`src/rtl/fifo_umbrales_pkg.sv`:
```
// Shared constants for the threshold FIFOs placed between the link stages and the control machine.
package fifo_umbrales_pkg;

  localparam int DATA_WIDTH_DEF = 6;
  localparam int ADDR_WIDTH_DEF = 2;
  localparam int UMBRAL_WIDTH   = 2;
  localparam int NUM_FIFOS      = 5;

  // Bit positions of each instance inside FIFO_empties[4:0] / FIFO_errors[4:0].
  localparam int IDX_MF  = 0;
  localparam int IDX_VC0 = 1;
  localparam int IDX_VC1 = 2;
  localparam int IDX_D0  = 3;
  localparam int IDX_D1  = 4;

endpackage

```
`src/rtl/fifo_umbrales_mem.sv`:
```
// DEPTH x DATA_WIDTH register file: synchronous write, combinational read.
// No reset; a location holds garbage until it has been written.
module fifo_umbrales_mem
  import fifo_umbrales_pkg::*;
#(
  parameter int DATA_WIDTH = DATA_WIDTH_DEF,
  parameter int ADDR_WIDTH = ADDR_WIDTH_DEF
) (
  input  logic                  clk,
  input  logic                  wr_en_i,
  input  logic [ADDR_WIDTH-1:0] wr_addr_i,
  input  logic [DATA_WIDTH-1:0] wr_data_i,
  input  logic [ADDR_WIDTH-1:0] rd_addr_i,
  output logic [DATA_WIDTH-1:0] rd_data_o
);

  localparam int DEPTH = 1 << ADDR_WIDTH;

  logic [DATA_WIDTH-1:0] mem_q [DEPTH];

  always_ff @(posedge clk) begin
    if (wr_en_i) mem_q[wr_addr_i] <= wr_data_i;
  end

  assign rd_data_o = mem_q[rd_addr_i];

endmodule

```
`src/rtl/fifo_umbrales.sv`:
```
// Sync FIFO with programmable almost-full/almost-empty thresholds; 1-cycle registered read, writes to a full FIFO only pass with a same-cycle read.
// FIFO_UMBRALES_ERROR_STICKY_EN: error latches until reset instead of pulsing one cycle per overflow/underflow.
module fifo_umbrales
  import fifo_umbrales_pkg::*;
#(
  parameter int DATA_WIDTH = DATA_WIDTH_DEF,
  parameter int ADDR_WIDTH = ADDR_WIDTH_DEF
) (
  input  logic                    clk,
  input  logic                    reset,
  input  logic                    wr_enable,
  input  logic                    rd_enable,
  input  logic [DATA_WIDTH-1:0]   data_in,
  input  logic [UMBRAL_WIDTH-1:0] umbral_almost_full,
  input  logic [UMBRAL_WIDTH-1:0] umbral_almost_empty,
  output logic [DATA_WIDTH-1:0]   data_out,
  output logic                    valid_out,
  output logic                    empty,
  output logic                    full,
  output logic                    almost_empty,
  output logic                    almost_full,
  output logic                    error,
  output logic [ADDR_WIDTH:0]     count
);

  localparam int DEPTH = 1 << ADDR_WIDTH;
  // Wide enough that count + threshold cannot wrap.
  localparam int CW = ADDR_WIDTH + 2;
  localparam logic [ADDR_WIDTH:0] DEPTH_C = (ADDR_WIDTH + 1)'(DEPTH);

  logic [ADDR_WIDTH-1:0] wr_ptr_q, wr_ptr_d;
  logic [ADDR_WIDTH-1:0] rd_ptr_q, rd_ptr_d;
  logic [ADDR_WIDTH:0]   count_q, count_d;
  logic [DATA_WIDTH-1:0] data_out_q, data_out_d;
  logic                  valid_q, valid_d;
  logic                  error_q, error_d;
  logic [DATA_WIDTH-1:0] mem_rd_data;
  logic                  rd_acc, wr_acc, overflow, underflow;

  assign empty        = (count_q == '0);
  assign full         = (count_q == DEPTH_C);
  assign almost_empty = (CW'(count_q) <= CW'(umbral_almost_empty));
  assign almost_full  = ((CW'(count_q) + CW'(umbral_almost_full)) >= CW'(DEPTH));

  // A full FIFO still takes a write when a read frees a slot on the same edge.
  assign rd_acc    = rd_enable && !empty;
  assign wr_acc    = wr_enable && (!full || rd_acc);
  assign overflow  = wr_enable && full && !rd_enable;
  assign underflow = rd_enable && empty;

  fifo_umbrales_mem #(
    .DATA_WIDTH(DATA_WIDTH),
    .ADDR_WIDTH(ADDR_WIDTH)
  ) u_mem (
    .clk      (clk),
    .wr_en_i  (wr_acc),
    .wr_addr_i(wr_ptr_q),
    .wr_data_i(data_in),
    .rd_addr_i(rd_ptr_q),
    .rd_data_o(mem_rd_data)
  );

  always_comb begin
    wr_ptr_d   = wr_ptr_q;
    rd_ptr_d   = rd_ptr_q;
    count_d    = count_q;
    data_out_d = data_out_q;
    valid_d    = rd_acc;
    if (wr_acc) wr_ptr_d = wr_ptr_q + ADDR_WIDTH'(1);
    if (rd_acc) begin
      rd_ptr_d   = rd_ptr_q + ADDR_WIDTH'(1);
      data_out_d = mem_rd_data;
    end
    case ({wr_acc, rd_acc})
      2'b10:   count_d = count_q + (ADDR_WIDTH + 1)'(1);
      2'b01:   count_d = count_q - (ADDR_WIDTH + 1)'(1);
      default: count_d = count_q;
    endcase
`ifdef FIFO_UMBRALES_ERROR_STICKY_EN
    error_d = error_q || overflow || underflow;
`else
    error_d = overflow || underflow;
`endif
  end

  always_ff @(posedge clk or negedge reset) begin
    if (!reset) begin
      wr_ptr_q   <= '0;
      rd_ptr_q   <= '0;
      count_q    <= '0;
      data_out_q <= '0;
      valid_q    <= 1'b0;
      error_q    <= 1'b0;
    end else begin
      wr_ptr_q   <= wr_ptr_d;
      rd_ptr_q   <= rd_ptr_d;
      count_q    <= count_d;
      data_out_q <= data_out_d;
      valid_q    <= valid_d;
      error_q    <= error_d;
    end
  end

  assign data_out  = data_out_q;
  assign valid_out = valid_q;
  assign error     = error_q;
  assign count     = count_q;

endmodule

```
`config.mk`:
```
export PLATFORM = sky130hd
export DESIGN_NAME = fifo_umbrales
export DESIGN_NICKNAME = d
export VERILOG_FILES = /design/src/rtl/fifo_umbrales_pkg.sv /design/src/rtl/fifo_umbrales_mem.sv /design/src/rtl/fifo_umbrales.sv
export SDC_FILE = /design/constraint.sdc
export NUM_CORES = 1
export LEC_CHECK = 0
export CAP_MARGIN = 10
export CORE_MARGIN = 2
export CORE_UTILIZATION = 52
export DETAILED_ROUTE_END_ITERATION = 6
export GPL_TIMING_DRIVEN = 0
export PLACE_DENSITY_LB_ADDON = 0.1
export SLEW_MARGIN = 30
export SYNTH_ARGS = -nofsm -noshare
export SYNTH_HDL_FRONTEND = slang
export SYNTH_SLANG_ARGS = --single-unit
```
`constraint.sdc`:
```
create_clock -name clk -period 2.4 [get_ports clk]
set_clock_uncertainty 0.1 [all_clocks]
set_input_delay 0.24 -clock clk [delete_from_list [all_inputs] [get_ports clk]]
set_output_delay 0.24 -clock clk [all_outputs]
set_load 0.01 [all_outputs]
```
==> out/results.ini, run 1 <==
[grt]
grt_antenna_before_repair = 0
grt_pass1_wl_um = 4850
grt-ovfl-total = 0
grt_util_all_layers_pct = 16.6

[job]
drv_cap = 0
warning_count = 29

[timing]
layout_min_cycle_time_ns = 2.26
hold_ws_ns = 0.170
worst_pin_slew_ns = 0.655
maxSlewViolCount = 0
fin_crit_sh_pct = 94.4
worst_slack_ns = 0.135
finalHoldViolations = 0
timing.fmax_mhz = 442
fin_setup_tns_ns = 0
slew-limit-headroom_pct = 56.2

[worst_setup_path]
path_delay_family = AND-OR/OR-AND gates
crit_path_end_kind = flop
worstSetupPathType = reg -> reg
critPathSlowestCell = fa_1
crit_fanout = 10
crit_buf_inv = 2
crit_path_start_kind = flop

[finish]
nets = 185
num-fill-cells = 271
final_util_pct = 65.9
layout_top_cells = clkdlybuf4s50_1 (26), edfxtp_1 (24), nand2_1 (21)
drive_gt1_share_pct = 17.1
mostFrequentLayoutCell = clkdlybuf4s50_1
n_antenna_cell = 0
layout.cells.non_filler = 210

[yosys]
ys_top_cells_by_count = edfxtp_1 (24), nand2_1 (21), dfrtp_1 (15)
logic_family = multiplexers
ys_types = 31
largest_area_cell = edfxtp_1
top_cells_by_area = edfxtp_1 (40%), dfrtp_1 (21%), mux4_2 (7.6%)
top_cell = edfxtp_1
ys_seq_elements = 39
yosys_cells = 127
synthXorXnorAreaFrac_pct = 1.96
syn_area_um2 = 1790
synthFlopType = edfxtp_1
ys_area_um2 = 1790
yosys.stat.seqShare_pct = 61.3
edf_count = 24
yosysTopAreaCellShare_pct = 40.3
synthSimpleGateAreaFrac_pct = 9.38
synth_nets = 149
synth_area_per_cell_um2 = 14.1

[run_status]
outcome = completed

[clocking]
h-tree-depth = 2
hold_buffers = 0
cts_root_buf = clkbuf_4
cts_tree = done
clk_path_buf_depth = 2

[power_and_ir_drop]
internal_power_uw = 1630
power.density_nw_per_um2 = 1120
seqPwrFrac_pct = 41.5
p_clk_share_pct = 12.2
switchingPower_uw = 813
vdd_ir_drop_max_mv = 0.449
finalPower_uw = 2440

[routing]
drcViolationCount = 0
ant_nets = 0
post_drt_wl_per_cell_um = 13.5
firstDrtPassIters = 6
viasPerCell = 5.02
drtIter0Drc = 78

[floorplanning]
die_w_um = 62.6
initCoreUtil_pct = 54.0
die_area_um2 = 3920
boundaryPins = 29
row_count = 21

[placed_design]
placedCellCount = 200
dpl-instance-area_um2 = 2120
place_hpwl_um = 2160

[hold_path]
hp-start = wr_enable

==> run 1: repair_timing <==
item	in CTS	in global routing
resized	2	0
setup endpoints to repair	2	1
buffers inserted	0	2
pin swaps	0	0
==> run 1: state kept, by name (all words and copies together), names as in the netlist <==
| register | count |
|---|---|
| count | 3 |
| data_out | 6 |
| error | 1 |
| rd_ptr_q | 2 |
| u_mem.mem_q | 24 |
| valid_out | 1 |
| wr_ptr_q | 2 |
==> run 1: power groups by stage <==
| stage | logic (uW) | clock network, uW | registers (uW) |
|---|---|---|---|
| 2_1_floorplan | 684 | 0 | 1060 |
| 3_3_place_gp | 1100 | 0 | 1020 |
| 3_5_place_dp | 1140 | 0 | 1040 |
| 4_1_cts | 1130 | 306 | 1020 |
| 5_1_grt | 1260 | 342 | 1030 |
| 6_report | 1130 | 298 | 1010 |
==> run 1: worst paths after layout <==
check | end | slack (ns) | depth (start not counted)
worst max register to register | count[2]$_DFFE_PN0P_ | 0.14 | 8
max in group asynchronous | data_out[0]$_DFFE_PN0N_ | 1.59 | 1
worst max-delay path | count[2]$_DFFE_PN0P_ | 0.14 | 8
min in group asynchronous | valid_out$_DFF_PN0_ | 0.19 | 1
worst min-delay path | count[1]$_DFFE_PN0P_ | 0.17 | 3
worst min register to register | data_out[0]$_DFFE_PN0N_ | 0.38 | 2
==> run 1: final cells by class <==
cell class	instances	area (um2)	area share [%]
tap	46	57.6	2.64
sequential	39	1100	50.3
inverter	10	37.5	1.72
timing repair buffer	29	284	13.0
clock inverter	2	7.51	0.344
clock buffer	6	41.3	1.89
buffer	7	47.5	2.18
multi-input combinational	71	609	27.9
==> run 1: layer usage <==
layer	wire length, um	GRT usage [%]	vias up
li1	-	-	518
met2	1450	27.7	23
met5	0	0	-
met4	38	5.00	0
met1	1220	20.0	509
met3	130	6.31	5
### Sequential cells grouped by signal name, run 1

Bar = 20 um. Other sequential cells in the stronger gray, the rest of the logic in the fainter gray.
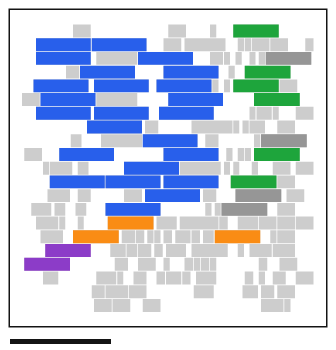
legend:
  count:
    color: orange
    placed_flops: 3
  u_mem.mem_q:
    color: blue
    placed_flops: 24
  wr_ptr_q:
    color: purple
    placed_flops: 2
  data_out:
    color: green
    placed_flops: 6
not colored: 4

### Clock wires, drivers and flops, run 1

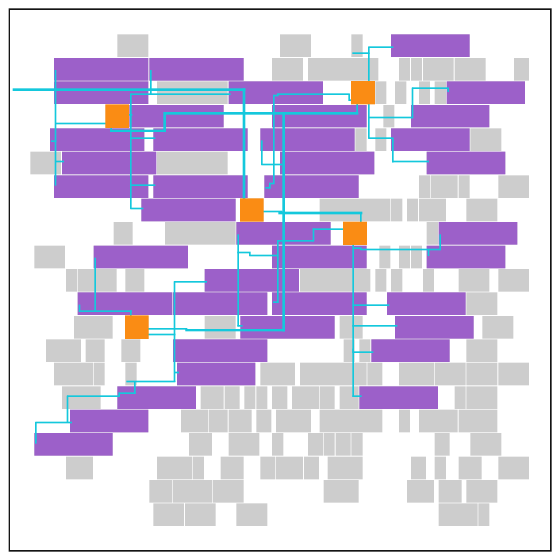
legend:
  flip-flops:
    color: purple
    count: 39
  clock wires:
    color: cyan
    length: 395 um
  cells driving clock nets:
    color: orange
    count: 5
routed clock nets: 6

### Clock routing, run 1

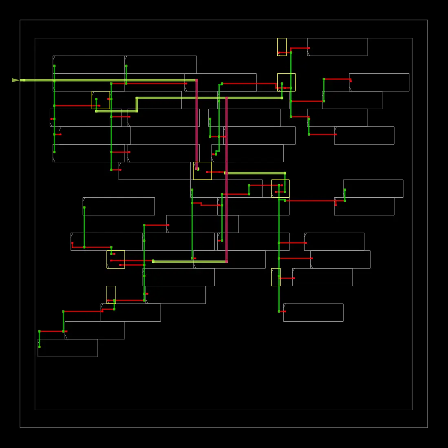
CLK BUF: 6
clock buffer count from CTS: 5
Flop Count: 39
Insertion Delay late pin: 0.34 ns

### Cell classes on the final placement, run 1

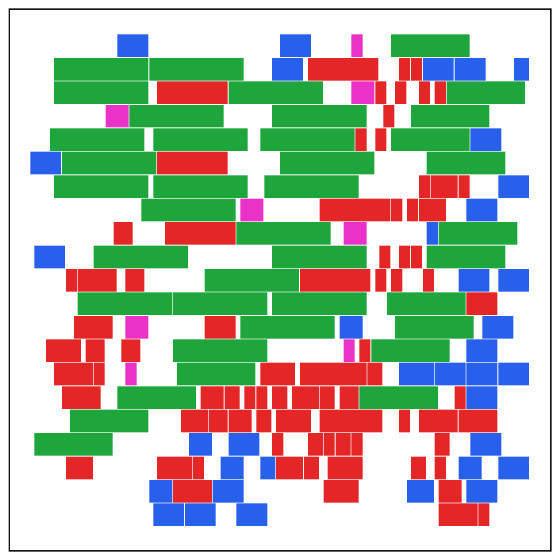
legend:
  other buffers and delay cells:
    color: blue
    cells: 36
  flops:
    color: green
    cells: 39
  clock drivers and dummy loads:
    color: magenta
    cells: 8
  all other logic:
    color: red
    cells: 81
fraction of area in registers: 50.3%
final instance area: 2180 um2

==> run 2, diff against run 1 <==
--- a/config.mk
+++ b/config.mk
@@ -5,9 +5,11 @@
 export SDC_FILE = /design/constraint.sdc
 export NUM_CORES = 1
 export LEC_CHECK = 0
+export ABC_CLOCK_PERIOD_IN_PS = 2400
 export CAP_MARGIN = 10
 export CORE_MARGIN = 2
 export CORE_UTILIZATION = 52
+export CTS_BUF_LIST = sky130_fd_sc_hd__clkbuf_8 sky130_fd_sc_hd__clkbuf_16
 export DETAILED_ROUTE_END_ITERATION = 6
 export GPL_TIMING_DRIVEN = 0
 export PLACE_DENSITY_LB_ADDON = 0.1
### Sequential cells grouped by signal name, run 2

Bar = 20 um. Other sequential cells in the stronger gray, the rest of the logic in the fainter gray.
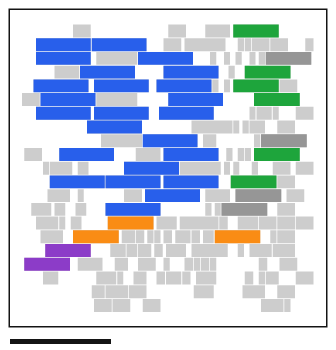
legend:
  data_out:
    color: green
    placed_flops: 6
  count:
    color: orange
    placed_flops: 3
  u_mem.mem_q:
    color: blue
    placed_flops: 24
  wr_ptr_q:
    color: purple
    placed_flops: 2
not colored: 4

==> run 2 against run 1 <==
Effect of this change: die size did not move; register-to-register slack got worse by 0.02 ns; total power rose by 3.9%; fmax fell by 1.9%; synthesized cell count did not move; via count barely moved; non-clock buffer count fell by 1; critical path type is now in -> reg; largest cell class unchanged.
==> out/results.ini, run 2 <==
[finish]
final_util_pct = 66.7  ; was 65.9%
nets = 184  ; was 185
mostFrequentLayoutCell = clkdlybuf4s50_1  ; unchanged
top_register = u_mem.mem_q  ; unchanged
largest_register_ffs = 24  ; unchanged
layout_top_cells = clkdlybuf4s50_1 (26), edfxtp_1 (24), nand2_1 (21)  ; unchanged

[clocking]
cts_root_buf = clkbuf_8  ; was clkbuf_4
clk_path_buf_depth = 2  ; unchanged
hold_buffers = 0  ; unchanged
h-tree-depth = 2  ; unchanged
cts_tree = done  ; unchanged
cts_buffers = 5  ; unchanged

[yosys]
yosysTopAreaCellShare_pct = 40.3  ; unchanged
ys_seq_elements = 39  ; unchanged
largest_area_cell = edfxtp_1  ; unchanged
top_cells_by_area = edfxtp_1 (40%), dfrtp_1 (21%), mux4_2 (7.6%)  ; unchanged
edf_count = 24  ; unchanged
top_cell = edfxtp_1  ; unchanged
ys_top_cells_by_count = edfxtp_1 (24), nand2_1 (21), dfrtp_1 (15)  ; unchanged
yosys_cells = 127  ; unchanged
syn_area_um2 = 1790  ; unchanged
synth_area_per_cell_um2 = 14.1  ; unchanged

[routing]
drcViolationCount = 0  ; unchanged
post_drt_wl_per_cell_um = 13.7  ; was 13.5 um
firstDrtPassIters = 5  ; was 6
ant_nets = 0  ; unchanged
drtIter0Drc = 47  ; was 78

[worst_setup_path]
worstSetupPathType = in -> reg  ; was reg -> reg
crit_path_end_kind = flop  ; unchanged
crit_path_start_kind = input pin  ; was flop
worst-r2r-setup-slack_ns = 0.12  ; was 0.14 ns
critPathSlowestCell = clkdlybuf4s50_1  ; was fa_1
r2r_cells = 8  ; unchanged
crit_fanout = 10  ; unchanged
crit_buf_inv = 3  ; was 2

[floorplanning]
die_w_um = 62.6  ; unchanged
boundaryPins = 29  ; unchanged
die_area_um2 = 3920  ; unchanged
row_count = 21  ; unchanged
initCoreUtil_pct = 54.0  ; unchanged

[grt]
grt-ovfl-total = 0  ; unchanged
grt_antenna_before_repair = 0  ; unchanged
grt_util_all_layers_pct = 17.0  ; was 16.6%

[power_and_ir_drop]
p_clk_share_pct = 15.7  ; was 12.2%
finalPower_uw = 2540  ; was 2440 uW
vdd_ir_drop_max_mv = 0.681  ; was 0.449 mV
p_seq_uw = 1020  ; was 1010 uW
p_clk_uw = 398  ; was 298 uW
switchingPower_uw = 827  ; was 813 uW
p_comb_uw = 1120  ; was 1130 uW
seqPwrFrac_pct = 40.2  ; was 41.5%

[placed_design]
dpl-instance-area_um2 = 2120  ; unchanged
placedCellCount = 200  ; unchanged

[timing]
worst_pin_slew_ns = 0.652  ; was 0.655 ns
worst_slack_ns = 0.0908  ; was 0.135 ns
slew-limit-headroom_pct = 56.4  ; was 56.2%
timing.fmax_mhz = 433  ; was 442 MHz
maxSlewViolCount = 0  ; unchanged
fin_setup_tns_ns = 0  ; unchanged
layout_min_cycle_time_ns = 2.31  ; was 2.26 ns

[job]
drv_cap = 0  ; unchanged

[hold_path]
hp-start = wr_enable  ; unchanged
hold_path_end = count[1]$_DFFE_PN0P_  ; unchanged

[run_status]
outcome = completed  ; unchanged

[run 2: cell counts after synthesis]
Identical to the previous run, type by type.
[run 2: worst max path at each step]
stage	from	end	slack (ns)	cells after the start
after floorplan	count[1]$_DFFE_PN0P_	count[2]$_DFFE_PN0P_	0.16	8
after global placement	rd_enable	count[2]$_DFFE_PN0P_	-0.34	9
after detailed placement	rd_enable	count[2]$_DFFE_PN0P_	-0.37	9
after CTS	rd_enable	count[2]$_DFFE_PN0P_	0.01	9
after global routing	rd_enable	count[2]$_DFFE_PN0P_	0.003	9
final	rd_enable	count[2]$_DFFE_PN0P_	0.09	9
[run 2: tightest hold or removal path, cell delays in order]
cell and delay [ns]:
buf_4 0.13, mux2_2 0.16, o21ai_1 0.05
[run 2: logic make-up after synthesis]
group | Yosys count | synth area share [%]
buffers and inverters | 17 | 4.62
xor gates and xnor gates | 4 | 1.96
adders and majority gates | 8 | 6.02
muxes | 11 | 10.7
DFF | 39 | 61.3
AOI/OAI and AO/OA | 14 | 6.02
and+or+nand+nor | 34 | 9.38
[run 2: what timing repair did]
action                     CTS  global route
resized                      1             1
setup endpoints to repair    1             2
buffers inserted             0             1
[run 2: area by class of cell]
type	count	area (um2)
Buffer	7	47.5
Clock buffer	5	68.8
Clock inverter	3	11.3
Fill cell	264	1100
Inverter	10	37.5
Multi-Input combinational cell	71	609
Sequential cell	39	1100
Tap cell	46	57.6
Timing Repair Buffer	28	280
[run 2: metal layers]
layer	vias to the layer above	wire length [um]	share of wire (%)	GRT usage, %
met2	25	1450	51	27.6
li1	516	-	-	-
met3	8	123	4.3	4.14
met4	0	84	2.9	11.7
met1	507	1200	42	20.0
met5	-	0	0	0
==> run 3, diff against run 2 <==
--- a/config.mk
+++ b/config.mk
@@ -7,7 +7,7 @@
 export LEC_CHECK = 0
 export ABC_CLOCK_PERIOD_IN_PS = 2400
 export CAP_MARGIN = 10
-export CORE_MARGIN = 2
+export CORE_MARGIN = 1.5
 export CORE_UTILIZATION = 52
 export CTS_BUF_LIST = sky130_fd_sc_hd__clkbuf_8 sky130_fd_sc_hd__clkbuf_16
 export DETAILED_ROUTE_END_ITERATION = 6
### Clock wires, drivers and flops, run 3

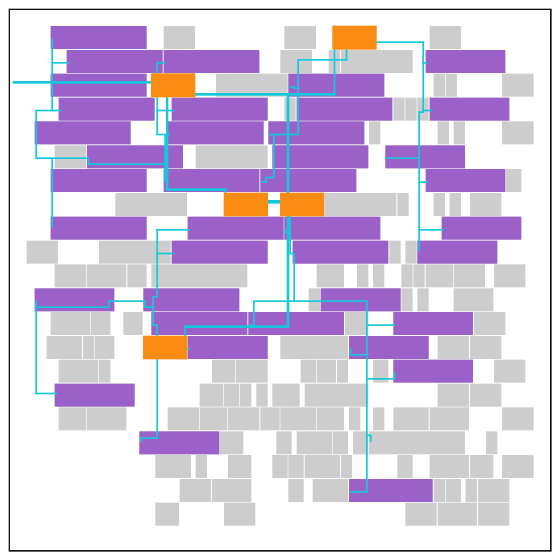
legend:
  flip-flops:
    color: purple
    count: 39
  clock wires:
    color: cyan
    length: 377 um
  cells driving clock nets:
    color: orange
    count: 5
routed clock nets: 6

==> run 3 against run 2 <==
Effect of this change: non-clock buffer count unchanged; final cell count stayed put; global-route usage rose by 0.28 points; design area grew 2.4%; core utilization rose by 1.6 points; highest routed layer unchanged; critical endpoint unchanged; synthesized area did not move; total power grew 9.0%; flip-flop count unchanged; sequential share of layout area fell by 1.1 points; wire length up 1.1%; setup slack improved by 0.042 ns; clock power up 56%.
==> out/results.ini, run 3 <==
[run_status]
outcome = completed  ; unchanged

[timing]
maxSlewViolCount = 0  ; unchanged
worst_slack_ns = 0.132  ; was 0.0908 ns
layout_min_cycle_time_ns = 2.27  ; was 2.31 ns
worst_pin_slew_ns = 0.688  ; was 0.652 ns
finalHoldViolations = 0  ; unchanged
timing.fmax_mhz = 441  ; was 433 MHz
slew-limit-headroom_pct = 54.0  ; was 56.4%

[yosys]
largest_area_cell = edfxtp_1  ; unchanged
ys_seq_elements = 39  ; unchanged
ys_area_um2 = 1790  ; unchanged
synth_nets = 149  ; unchanged
top_cells_by_area = edfxtp_1 (40%), dfrtp_1 (21%), mux4_2 (7.6%)  ; unchanged
top_cell = edfxtp_1  ; unchanged
yosysTopAreaCellShare_pct = 40.3  ; unchanged
yosys_cells = 127  ; unchanged
synthFlopType = edfxtp_1  ; unchanged
edf_count = 24  ; unchanged
ys_top_cells_by_count = edfxtp_1 (24), nand2_1 (21), dfrtp_1 (15)  ; unchanged
synth_area_per_cell_um2 = 14.1  ; unchanged
yosys.stat.seqShare_pct = 61.3  ; unchanged
ys_types = 31  ; unchanged

[worst_setup_path]
crit_path_end_kind = flop  ; unchanged
worstSetupStartpoint = rd_enable  ; unchanged
worst-r2r-setup-slack_ns = 0.18  ; was 0.12 ns
timing.rr.end = count[2]$_DFFE_PN0P_  ; unchanged
crit_fanout = 10  ; unchanged
crit_path_start_kind = input pin  ; unchanged
worstSetupEndpoint = count[2]$_DFFE_PN0P_  ; unchanged
worstSetupPathType = in -> reg  ; unchanged
r2r_cells = 8  ; unchanged

[floorplanning]
core_area_um2 = 3310  ; unchanged
boundaryPins = 29  ; unchanged
die_area_um2 = 3800  ; was 3920 um2
die_w_um = 61.6  ; was 62.6 um
initCoreUtil_pct = 54.0  ; unchanged
row_count = 21  ; unchanged

[finish]
drive_gt1_share_pct = 18.4  ; was 16.6%
nets = 184  ; unchanged
top_register = u_mem.mem_q  ; unchanged
layout_top_cells = clkdlybuf4s50_1 (26), edfxtp_1 (24), nand2_1 (21)  ; unchanged
num-fill-cells = 253  ; was 264
largest_register_ffs = 24  ; unchanged
design_area_um2 = 2260  ; was 2210 um2
mostFrequentLayoutCell = clkdlybuf4s50_1  ; unchanged

[placed_design]
place_hpwl_um = 2110  ; was 2160 um
placedCellCount = 200  ; unchanged

[power_and_ir_drop]
vdd_ir_drop_max_mv = 0.554  ; was 0.681 mV
power.density_nw_per_um2 = 1220  ; was 1150 nW/um2

[routing]
viasPerCell = 5.01  ; was 5.05
met3_length_um = 109  ; was 123 um
maxUsedRoutingLayer = met4  ; unchanged
routed-wl-met2_um = 1450  ; about the same
drcViolationCount = 0  ; unchanged
post_drt_wl_per_cell_um = 13.8  ; was 13.7 um
firstDrtPassIters = 4  ; was 5
m1WireLength_um = 1290  ; was 1200 um
ant_nets = 0  ; unchanged
drtIter0Drc = 22  ; was 47

[clocking]
clk_path_buf_depth = 2  ; unchanged
cts_buffers = 5  ; unchanged
cts_tree = done  ; unchanged
cts_root_buf = clkbuf_8  ; unchanged

[grt]
grtUsageMet3_pct = 5.04  ; was 4.14%
grt.busiest_layer = met2  ; unchanged
grt_pass1_wl_um = 4490  ; was 4860 um
grt_util_all_layers_pct = 17.3  ; was 17.0%
grt_util_met1_pct = 22.2  ; was 20.0%
grt-ovfl-total = 0  ; unchanged
use_met2_pct = 28.4  ; was 27.6%

[hold_path]
hold_path_end = count[1]$_DFFE_PN0P_  ; unchanged
hold_depth = 3  ; unchanged

[job]
drv_cap = 0  ; unchanged
warning_count = 29  ; unchanged

## run 3: netlist changes by cell type in the layout (fill, tap and decap cells not counted)
cell       previous run  this run
clkinv_1              2         0
dfrtp_1              15        14
bufinv_16             0         2
dfrtp_2               0         1
## run 3: through the flow
stage / total power (uW) / TNS [ns] / hold WS, ns / utilization (%)
floorplan: 1740 / 0 / -0.156 / -
global placement: 2130 / -0.331 / 0.358 / 63.9
detailed placement: 2170 / -0.347 / 0.362 / 63.9
CTS: 2790 / 0 / 0.222 / 68.0
global route: 2960 / 0 / 0.246 / 68.3
finish: 2760 / 0 / 0.224 / 68.3
## run 3: area by class of cell
type,instances,area (um2),area share (%)
buffer,7,47.5,2.10
timing repair buffer,28,280,12.4
clock inverter,3,63.8,2.82
clock buffer,5,68.8,3.04
sequential,39,1100,48.5
tap,46,57.6,2.54
inverter,10,37.5,1.66
multi-input combinational,71,609,26.9
## run 3: logic make-up after synthesis
kind of cell / Yosys count / share of synthesized area [%]
DFF: 39 / 61.3
and+or+nand+nor: 34 / 9.38
buffers and inverters: 17 / 4.62
AOI/OAI and AO/OA: 14 / 6.02
muxes: 11 / 10.7
adders and majority gates: 8 / 6.02
xor gates and xnor gates: 4 / 1.96
## run 3: power breakdown
part           leakage [uW]  total [uW]  switching [uW]  internal (uW)
Sequential         0.000401        1020            94.5            927
Clock             0.0000695         621             210            411
Combinational      0.000454        1120             532            589
## run 3: critical path, stage by stage
cell and delay [ns]:
clkdlybuf4s50_1 0.47, buf_4 0.17, o31ai_4 0.13, inv_2 0.08, nand2b_1 0.06, fa_1 0.41, or3b_1 0.38, a32o_1 0.26
a21o_1 0.14
## run 3: repair_timing
item,4_1_cts,5_1_grt
endpoints found under the setup margin,1,2
buffers inserted,0,1
hold buffers,0,0
endpoints found under the hold margin,0,0
gates resized,1,2
gates cloned,0,0
Power is estimated from default activity; no workload was simulated.
